==> src/rtl/pc_fetch_unit_pkg.sv <==
// Shared fetch-unit definitions: PC/PCSel widths, PCSel codes, NOP word and
// fetch FSM state encodings.
package pc_fetch_unit_pkg;

  localparam int WIDTH_PC    = 32;
  localparam int WIDTH_PCSEL = 2;

  localparam logic [WIDTH_PCSEL-1:0] PCSEL_PC4  = 2'd0;
  localparam logic [WIDTH_PCSEL-1:0] PCSEL_JUMP = 2'd1;

  localparam logic [31:0] INST_NOP = 32'h0000_0013;

  typedef enum logic [1:0] {
    FETCH_S_REQ  = 2'd0,
    FETCH_S_WAIT = 2'd1,
    FETCH_S_HOLD = 2'd2
  } fetch_state_e;

  function automatic logic is_word_aligned(input logic [1:0] addr_lsb);
    return (addr_lsb == 2'b00);
  endfunction

endpackage

==> src/rtl/pc_fetch_unit.sv <==
// Instruction-fetch front end: single-outstanding imem requests, redirect/kill
// handling and a one-entry IF output register. Optional macro: PCFETCH_MISALIGN_CHK_EN.
module pc_fetch_unit
  import pc_fetch_unit_pkg::*;
#(
  parameter logic [WIDTH_PC-1:0] RESET_PC = '0
) (
  input  logic                   clk,
  input  logic                   rst_n,
  input  logic [WIDTH_PCSEL-1:0] PCSel,
  input  logic [WIDTH_PC-1:0]    jump_target,
  output logic                   imem_req_valid,
  input  logic                   imem_req_ready,
  output logic [WIDTH_PC-1:0]    imem_addr,
  input  logic                   imem_resp_valid,
  input  logic [31:0]            imem_resp_data,
  input  logic                   id_ready,
  output logic                   if_valid,
  output logic [31:0]            inst_IF,
  output logic [WIDTH_PC-1:0]    pc_IF
`ifdef PCFETCH_MISALIGN_CHK_EN
  ,
  output logic                   misalign_err
`endif
);

  // state      | meaning
  // S_REQ      | request at pc presented, waiting for imem_req_ready
  // S_WAIT     | one request outstanding, waiting for imem_resp_valid
  // S_HOLD     | instruction presented to ID, waiting for id_ready

  fetch_state_e          state_q, state_d;
  logic [WIDTH_PC-1:0]   pc_q, pc_d;
  logic [WIDTH_PC-1:0]   addr_q, addr_d;
  logic                  kill_q, kill_d;
  logic                  valid_q, valid_d;
  logic [31:0]           inst_q, inst_d;
  logic [WIDTH_PC-1:0]   pc_if_q, pc_if_d;
  logic                  redirect_req;
  logic                  redirect;
  logic                  handshake;

  assign redirect_req = (PCSel == PCSEL_JUMP);

`ifdef PCFETCH_MISALIGN_CHK_EN
  logic err_q, err_d;

  // A misaligned target is dropped entirely; fetch continues on the old path.
  assign redirect = redirect_req && is_word_aligned(jump_target[1:0]);
  assign err_d    = err_q || (redirect_req && !is_word_aligned(jump_target[1:0]));

  always_ff @(posedge clk or negedge rst_n) begin
    if (!rst_n) err_q <= 1'b0;
    else        err_q <= err_d;
  end

  assign misalign_err = err_q;
`else
  assign redirect = redirect_req;
`endif

  // Gated with rst_n so no request is presented while reset is held.
  assign imem_req_valid = rst_n && (state_q == FETCH_S_REQ);
  assign imem_addr      = pc_q;
  assign handshake      = imem_req_valid && imem_req_ready;

  always_comb begin
    state_d = state_q;
    pc_d    = pc_q;
    addr_d  = addr_q;
    kill_d  = kill_q;
    valid_d = valid_q;
    inst_d  = inst_q;
    pc_if_d = pc_if_q;
    case (state_q)
      FETCH_S_REQ: begin
        if (handshake) begin
          addr_d  = pc_q;
          state_d = FETCH_S_WAIT;
          if (redirect) begin
            kill_d = 1'b1;
            pc_d   = jump_target;
          end else begin
            pc_d = pc_q + WIDTH_PC'(4);
          end
        end else if (redirect) begin
          pc_d = jump_target;
        end
      end
      FETCH_S_WAIT: begin
        if (imem_resp_valid) begin
          state_d = FETCH_S_REQ;
          kill_d  = 1'b0;
          if (redirect) begin
            pc_d = jump_target;
          end else if (!kill_q) begin
            inst_d  = imem_resp_data;
            pc_if_d = addr_q;
            valid_d = 1'b1;
            state_d = FETCH_S_HOLD;
          end
        end else if (redirect) begin
          kill_d = 1'b1;
          pc_d   = jump_target;
        end
      end
      FETCH_S_HOLD: begin
        if (redirect) begin
          valid_d = 1'b0;
          pc_d    = jump_target;
          state_d = FETCH_S_REQ;
        end else if (id_ready) begin
          valid_d = 1'b0;
          state_d = FETCH_S_REQ;
        end
      end
      default: begin
        state_d = FETCH_S_REQ;
        valid_d = 1'b0;
        kill_d  = 1'b0;
      end
    endcase
  end

  always_ff @(posedge clk or negedge rst_n) begin
    if (!rst_n) begin
      state_q <= FETCH_S_REQ;
      pc_q    <= RESET_PC;
      addr_q  <= '0;
      kill_q  <= 1'b0;
      valid_q <= 1'b0;
      inst_q  <= INST_NOP;
      pc_if_q <= '0;
    end else begin
      state_q <= state_d;
      pc_q    <= pc_d;
      addr_q  <= addr_d;
      kill_q  <= kill_d;
      valid_q <= valid_d;
      inst_q  <= inst_d;
      pc_if_q <= pc_if_d;
    end
  end

  assign if_valid = valid_q;
  assign inst_IF  = inst_q;
  assign pc_IF    = pc_if_q;

endmodule

==> config.mk <==
export PLATFORM = sky130hd
export DESIGN_NAME = pc_fetch_unit
export DESIGN_NICKNAME = d
export VERILOG_FILES = /design/src/rtl/pc_fetch_unit_pkg.sv /design/src/rtl/pc_fetch_unit.sv
export SDC_FILE = /design/constraint.sdc
export NUM_CORES = 1
export LEC_CHECK = 0
export CORE_MARGIN = 3
export CORE_UTILIZATION = 43
export DETAILED_ROUTE_END_ITERATION = 10
export PLACE_DENSITY = 0.8
export SETUP_SLACK_MARGIN = 0.2
export SLEW_MARGIN = 10
export SYNTH_ARGS = -nofsm -noshare
export SYNTH_HDL_FRONTEND = slang
export SYNTH_SLANG_ARGS = --single-unit
export TNS_END_PERCENT = 50
==> constraint.sdc <==
create_clock -name clk -period 1.9 [get_ports clk]
set_clock_uncertainty 0.05 [all_clocks]
set_input_delay 0.38 -clock clk [delete_from_list [all_inputs] [get_ports clk]]
set_output_delay 0.38 -clock clk [all_outputs]
set_load 0.01 [all_outputs]
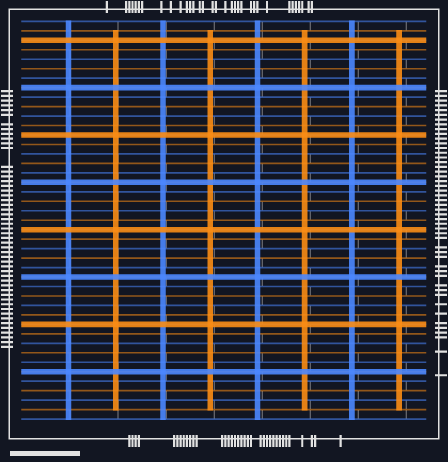
(images/floorplan.png)
Bar = 20 microns. Pins as bars on the die edge. Tap cells in gray.
VSS -> blue
VDD -> orange
met4 straps = 8
met5 straps = 8
signal pins = 169
tap cells = 176
rows = 42

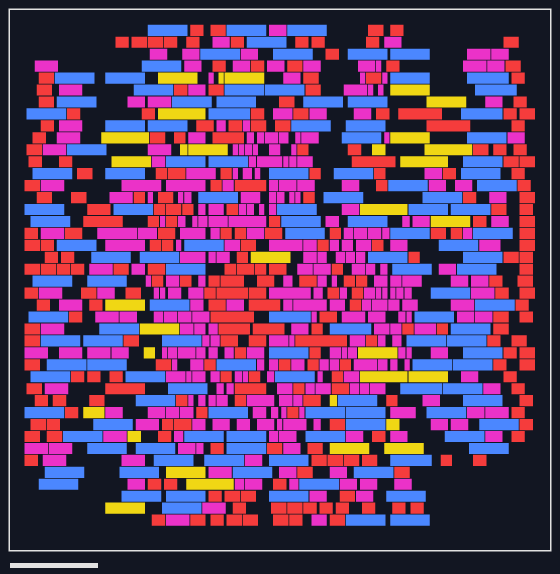
(images/class_map.png)
Bar = 20 microns.
remaining logic cells -> magenta  # cells 311
remaining buffers and delay cells -> red  # cells 260
registers -> blue  # cells 132
clock drivers and dummy loads -> yellow  # cells 32

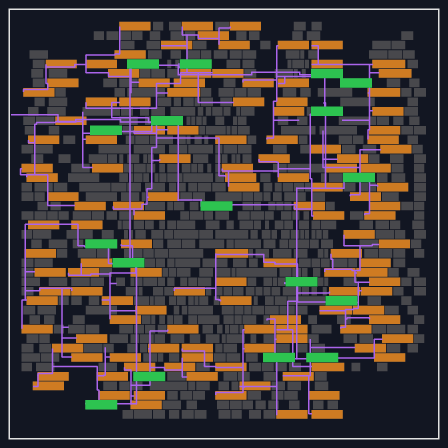
(images/clock_wires.png)
flip-flops -> orange  # count 132
clock-net drivers -> green  # count 17
clock wires -> purple  # length 1760 microns
routed clock nets = 18
clk ins delay skew pair: 0.43 ns
clock share of power: 26.3%
clock group power: 3.89 mW

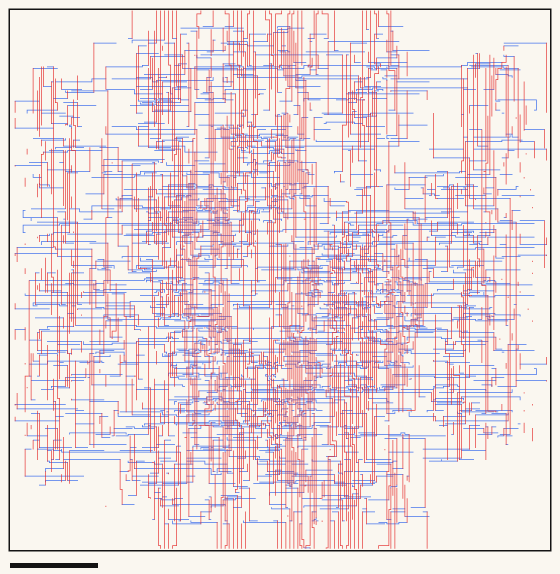
(images/layers.png)
Bar = 20 microns. Two of the layers only.
M2 -> red  # wire length 9560 microns
M1 -> blue  # wire length 7460 microns
gr usage total: 24.8%
Via Count: 5188
WL per Instance: 21.1 microns

==> GITHUB_STEP_SUMMARY <==
## Implementation flow summary

| Metric | Value |
|---|---|
| Metal3 WL | `1640 microns` |
| Fill cell count | `865` |
| Most frequent logic cells in the routed design | `dfrtp_1 (124), dlygate4sd2_1 (87), clkdlybuf4s50_1 (70)` |
| Core Density at Floorplan | `44.2%` |
| Worst slew pin tran | `0.634 ns` |
| Met2 routed WL | `9560 microns` |
| Pint | `10.2 mW` |
| Flip-flops | `132` |
| Final setup vio count | `14` |
| Max Slew Vio Count | `0` |
| Peak supply drop | `0.743 mV` |
| Chip footprint | `15100 sq um` |
| Switch share | `31.3%` |
| R2R depth | `7` |
| Yosys cell types | `60` |
| CTS tree | `yes` |
| Met3 usage | `7.87%` |
| Total grt overflow | `0` |
| Core Area | `13300 sq um` |
| Flop share of the area | `34.2%` |
| Share of cells above drive strength 1 | `39.6%` |
| Post-Route WL | `19200 microns` |
| Leakage | `4.24 nW` |
| Peak Freq | `495 MHz` |
| Top cells by count | `dfrtp_1 (129), mux2_2 (96), nand2_1 (25), nor2_1 (24)` |
| Initial antenna violation count | `0` |
| Post-Syn Area per Cell | `12.5 sq um` |
| Hold bufs inserted after CTS | `1` |
| Setup WS post-layout | `-0.119 ns` |
| HPWL Detailed | `11800 microns` |
| Kind of start point of the critical path | `register` |
| DP Cell Count | `854` |
| Post-synth top area cell | `dfrtp_1` |
| Via-to-Cell Ratio | `5.69` |
| PwrDens | `1530 nW/um^2` |
| Outcome | `finished, violations left` |
| Reg2reg start | `state_q[0]$_DFFE_PN0P_` |
| Top sig layer | `met4` |
| Xor/xnor share | `0%` |
| Primary FF master, synth | `dfrtp_1` |
| Final TNS setup | `-0.618 ns` |
| Met2 usage | `41.1%` |
| Clock sinks | `132` |
| Final min period | `2.02 ns` |
| AND-OR/OR-AND Cells, Area Fraction | `8.85%` |
| Failing checks | `setup timing` |
| Count leader, synth | `dfrtp_1` |
| CTS resizes | `197` |
| CP Max Fanout | `6` |
| Clock tree buffer depth | `2` |
No activity file was given, so power comes from the tool's default toggle rates.
